$ cat src/rtl/ad7608_emulator.sv
// ad7608_emulator: cycle-based AD7608 serial readout model; define ADC_EMU_SYNC_EN for 2-flop pin synchronizers (L=3).
module ad7608_emulator #(
  parameter int W_DATA = 18,
  parameter int N_CHAN = 8,
  parameter int W_CHAN = 3,
  parameter int W_OS   = 3,
  parameter int T_CONV = 200
) (
  input  logic              clk_in,
  input  logic              reset_in,
  input  logic [W_OS-1:0]   os_in,
  input  logic              convst_in,
  input  logic              adc_reset_in,
  input  logic              n_cs_in,
  input  logic              sclk_in,
  input  logic              ld_en_in,
  input  logic [W_CHAN-1:0] ld_chan_in,
  input  logic [W_DATA-1:0] ld_data_in,
  output logic              busy_out,
  output logic              data_a_out,
  output logic              data_b_out,
  output logic              frame_done_out,
  output logic              err_out
);
  localparam int N_HALF = N_CHAN / 2;
  localparam int W_WORD = $clog2(N_HALF);
  localparam int W_BIT  = $clog2(W_DATA);
  localparam int W_CNT  = $clog2(T_CONV) + (1 << W_OS);
`ifdef ADC_EMU_SYNC_EN
  localparam int N_STG = 3;
`else
  localparam int N_STG = 1;
`endif
  typedef enum logic [1:0] {IDLE, CONVERT, READY, SHIFT} state_t;
  state_t state, state_n;
  logic [N_STG:0] convst_q, ncs_q, sclk_q;
  logic [W_DATA-1:0] chan [N_CHAN];
  logic [W_DATA-1:0] snap [N_CHAN];
  logic [W_CNT-1:0] cnt, cnt_n;
  logic [W_WORD-1:0] word, word_n, w_nxt;
  logic [W_BIT-1:0] bit_i, bit_n, b_nxt;
  logic busy_n, da_n, db_n, done_n, err_n, take;
  logic convst_rise, ncs_fall, ncs_rise, sclk_fall, os_bad, last;
  logic [W_OS-1:0] os_eff;
  // top bit of each pipe is the previous sample, the one below it the current one
  assign convst_rise = convst_q[N_STG-1] & ~convst_q[N_STG];
  assign ncs_fall    = ~ncs_q[N_STG-1] & ncs_q[N_STG];
  assign ncs_rise    = ncs_q[N_STG-1] & ~ncs_q[N_STG];
  assign sclk_fall   = ~sclk_q[N_STG-1] & sclk_q[N_STG] & ~ncs_q[N_STG-1];
  assign os_bad      = &os_in;
  assign os_eff      = os_bad ? '0 : os_in;
  assign last        = bit_i == '0;
  assign w_nxt       = last ? word + W_WORD'(1) : word;
  assign b_nxt       = last ? W_BIT'(W_DATA-1) : bit_i - W_BIT'(1);
  always_comb begin
    state_n = state;
    cnt_n   = cnt;
    word_n  = word;
    bit_n   = bit_i;
    busy_n  = busy_out;
    da_n    = data_a_out;
    db_n    = data_b_out;
    done_n  = 1'b0;
    err_n   = err_out;
    take    = 1'b0;
    if (adc_reset_in) begin
      state_n = IDLE;
      busy_n  = 1'b0;
      da_n    = 1'b0;
      db_n    = 1'b0;
      cnt_n   = '0;
    end else begin
      case (state)
        IDLE, READY: begin
          if (convst_rise) begin
            take    = 1'b1;
            cnt_n   = W_CNT'(T_CONV) << os_eff;
            busy_n  = 1'b1;
            da_n    = 1'b0;
            db_n    = 1'b0;
            err_n   = err_out | os_bad;
            state_n = CONVERT;
          end else if (state == READY && ncs_fall) begin
            word_n  = '0;
            bit_n   = W_BIT'(W_DATA-1);
            da_n    = snap[0][W_DATA-1];
            db_n    = snap[N_HALF][W_DATA-1];
            state_n = SHIFT;
          end
        end
        CONVERT: begin
          err_n = err_out | convst_rise;
          cnt_n = cnt - W_CNT'(1);
          if (cnt == W_CNT'(1)) begin
            busy_n  = 1'b0;
            state_n = READY;
          end
        end
        SHIFT: begin
          err_n = err_out | convst_rise;
          if (ncs_rise) begin
            da_n    = 1'b0;
            db_n    = 1'b0;
            state_n = IDLE;
          end else if (sclk_fall) begin
            word_n = w_nxt;
            bit_n  = b_nxt;
            da_n   = snap[W_CHAN'(w_nxt)][b_nxt];
            db_n   = snap[W_CHAN'(N_HALF) + W_CHAN'(w_nxt)][b_nxt];
            if (last && word == W_WORD'(N_HALF-1)) begin
              da_n    = 1'b0;
              db_n    = 1'b0;
              done_n  = 1'b1;
              state_n = IDLE;
            end
          end
        end
        default: state_n = IDLE;
      endcase
    end
  end
  always_ff @(posedge clk_in) begin
    if (reset_in) begin
      state          <= IDLE;
      convst_q       <= '0;
      ncs_q          <= '1;
      sclk_q         <= '0;
      cnt            <= '0;
      word           <= '0;
      bit_i          <= '0;
      busy_out       <= 1'b0;
      data_a_out     <= 1'b0;
      data_b_out     <= 1'b0;
      frame_done_out <= 1'b0;
      err_out        <= 1'b0;
      for (int i = 0; i < N_CHAN; i++) begin
        chan[i] <= '0;
        snap[i] <= '0;
      end
    end else begin
      state          <= state_n;
      convst_q       <= {convst_q[N_STG-1:0], convst_in};
      ncs_q          <= {ncs_q[N_STG-1:0], n_cs_in};
      sclk_q         <= {sclk_q[N_STG-1:0], sclk_in};
      cnt            <= cnt_n;
      word           <= word_n;
      bit_i          <= bit_n;
      busy_out       <= busy_n;
      data_a_out     <= da_n;
      data_b_out     <= db_n;
      frame_done_out <= done_n;
      err_out        <= err_n;
      if (ld_en_in) chan[ld_chan_in] <= ld_data_in;
      // snapshot reads pre-write contents, so a same-cycle load lands in the next conversion
      if (take) snap <= chan;
    end
  end
endmodule
$ cat config.mk
export PLATFORM = sky130hd
export DESIGN_NAME = ad7608_emulator
export DESIGN_NICKNAME = d
export VERILOG_FILES = /design/src/rtl/ad7608_emulator.sv
export SDC_FILE = /design/constraint.sdc
export NUM_CORES = 1
export LEC_CHECK = 0
export CAP_MARGIN = 20
export CORE_AREA = 8 8 183 229
export DETAILED_ROUTE_END_ITERATION = 8
export DIE_AREA = 0 0 191 237
export GPL_ROUTABILITY_DRIVEN = 0
export PLACE_DENSITY = 0.61
export REMOVE_ABC_BUFFERS = 1
export SYNTH_ARGS = -nofsm -noshare
export SYNTH_HDL_FRONTEND = slang
export SYNTH_SLANG_ARGS = --single-unit
$ cat constraint.sdc
create_clock -name clk_in -period 4 [get_ports clk_in]
set_input_delay 0.8 -clock clk_in [delete_from_list [all_inputs] [get_ports clk_in]]
set_output_delay 0.8 -clock clk_in [all_outputs]
set_load 0.005 [all_outputs]
**Routed metal, one color a layer**

Bar = 50 um. Only two layers are drawn.
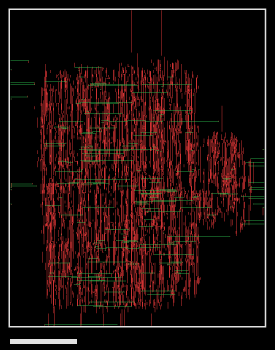
[M2] red | wire length: 18100 um
[M3] green | wire length: 2250 um

**Cell classes on the final placement**

Bar = 50 um. Fill, decap, tap and diode cells in gray.
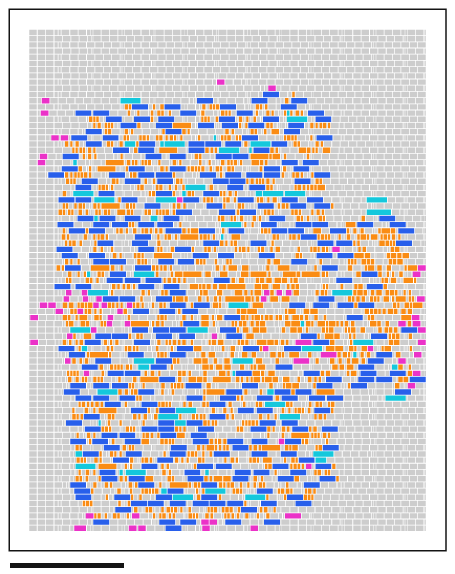
[registers] blue | cells: 324
[remaining logic cells] orange | cells: 1275
[remaining buffers and delay cells] magenta | cells: 66
[clock drivers and dummy loads] cyan | cells: 62

**Routing congestion**

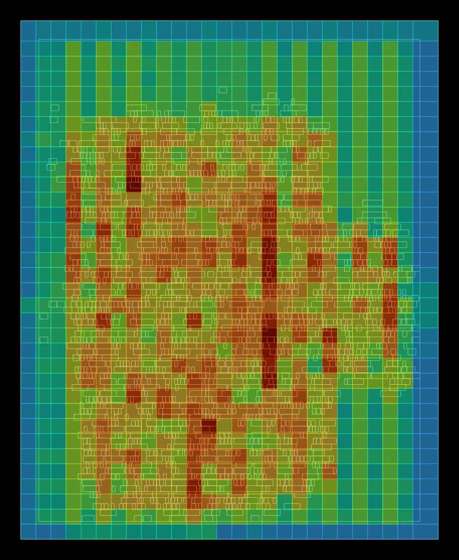
Avg WL per Cell: 16.9 um
GR Util met1: 21.0%
GR met2 Demand/Resource: 27.2%

**Register map, names as in the netlist**

Bar = 50 um.
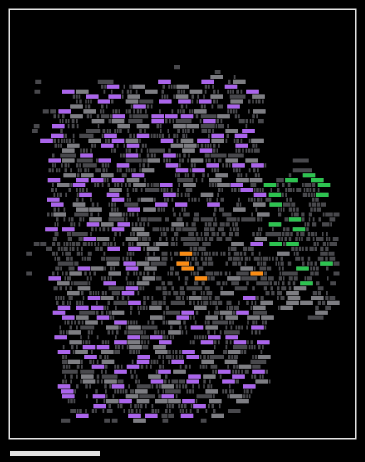
[`cnt`] green | flops: 16 | where: middle right
[`bit_i`] orange | flops: 5 | where: center
[`chan`] purple | flops: 144

==> through the flow <==
| stage | util, % | instances | total power, W | TNS (ps) | cell area, um2 |
|---|---|---|---|---|---|
| after floorplan | - | 1599 | 0.00351 | -215310 | 13100 |
| after global routing | 40.2 | 2225 | 0.00695 | 0 | 15400 |
| final | 40.2 | 2225 | 0.00672 | 0 | 15400 |
| after global placement | 37.3 | 2163 | 0.00371 | 0 | 14300 |
| after CTS | 40.2 | 2225 | 0.00679 | 0 | 15400 |
| after detailed placement | 37.3 | 2163 | 0.00371 | 0 | 14300 |
==> worst min-delay path: stages (launching register included) <==
cell and delay, ps:
dfxtp_1 310, nand2_1 50, a21oi_1 50
==> cells in the mapped netlist (all sizes together) (4+ instances only) <==
cell	n	area (um2)
nand3	25	125
nor2	58	218
nand2	610	2310
a31oi	8	50.1
clkbuf	109	423
a21oi	322	1610
a211oi	11	82.6
a32oi	4	35.0
mux2i	30	304
buf	28	143
or3	4	25.0
nor2b	14	87.6
a2111oi	4	41.3
inv	13	48.8
mux2	6	67.6
nor3	18	90.1
nand3b	6	45.0
ha	10	125
dfxtp	324	6490
o211ai	4	30.0
nor4	4	25.0
o21ai	25	125
nand2b	13	81.3
mux4	23	518
nor3b	4	30.0
==> power by group through the flow <==
stage	registers, W	logic, W	clock network (W)
floorplan	0.00336	0.000151	0
global placement	0.00337	0.000341	0
detailed placement	0.00337	0.000345	0
CTS	0.00330	0.000346	0.00315
global route	0.00330	0.000379	0.00327
finish	0.00330	0.000346	0.00308
==> flip-flops by register name, indices dropped and copies added (netlist names), 2 cells and up <==
name      cells
word          2
chan        144
ncs_q         2
sclk_q        2
bit_i         5
snap        144
state         2
convst_q      2
cnt          16
==> Changelog: implementation <==
### Changed

- Status: completed
- Num CTS Buffers: 35
- Final wirelength: between 30000 and 40000 um
- Die width: approximately 190 um
- Crit path cell chain: inv_1 -> ha_1 -> or4b_1 -> buf_4 -> o211ai_1 -> o21ai_0 -> a211oi_1 -> o221ai_1 -> nor4bb_1
- Mapped Cells: roughly 1.7k
- Slew HR: around a quarter
- Adders+Majority by Area: less than 1%
- Post-synth EDFFs: 0
- GRT busiest layer: met2
- Area fraction in compound gates: 16.7%
- Post-CTS setup buffers: 0
- Sw frac: 23.6%
- Crit path time final: approximately 2800 ps
- Non-clk bufs: 66
- Register area: approximately 6500 um2
- Clk latency late pin: around 530 ps
- #MultiIn Comb: 1261
- H-Tree Depth: 2
- Clock buffer depth: 3
- Crit path DAT: ~3200 ps
- Signal inverters: 14
- Largest net degree at the start of global routing: 217
- Fin nets: between 1.5k and 2k
- DR vias/cell: 5.26
- Hold path cells: 2
- Comb/total area: 42.4%
- Num rows: 81
- Worst-Margin Slew: 1100 ps
- Clock buffers: approximately 45
- Final setup vio count: 0
- Synth Area per Inst: 7.85 um2
- Peak Freq: 357 MHz
- # diodes: 0
- MaxCap Viol Count: 0
- Dominant flop cell: dfxtp_1
- Asr flop ratio synth: 0%
- Crit-path max cell delay: between 600 and 700 ps
- FF-to-FF path depth: 9
- Cell Pwr Density: between 400 and 500 nW/um2
- IO Pins: 36
- Final Hold Viols: 0
- Internal: roughly 0.0051 W
- Met1 wire length: ~16000 um
- Hold_buf cts: 0
- Top sig layer: met4
- Area occupied by multi-input gates: around 6500 um2
- Flop Count: ~320
- Global-route wire length before repair: around 60000 um
- Die area: approximately 45000 um2
- Clk root buf: clkbuf_16
- Ys cells: ~1.7k
- Sequential power share: 49.1%
- Setup Skew: between 15 and 20 ps
- Pre-CTS setup slack: 1080 ps
- CP delay by family, top: simple AND/OR/NAND/NOR gates
- DRT Pass-1 Iters: 5
- Signal buf overhead: under 10%
- Final WS setup: ~1200 ps
- DIE HEIGHT: ~240 um
- Post-CTS sizing: 0
- Leak Pwr: around 5 nW
- FF+latch count, synth: 324
- Combinational share of power: under 10%
No activity file was given, so power comes from the tool's default toggle rates.
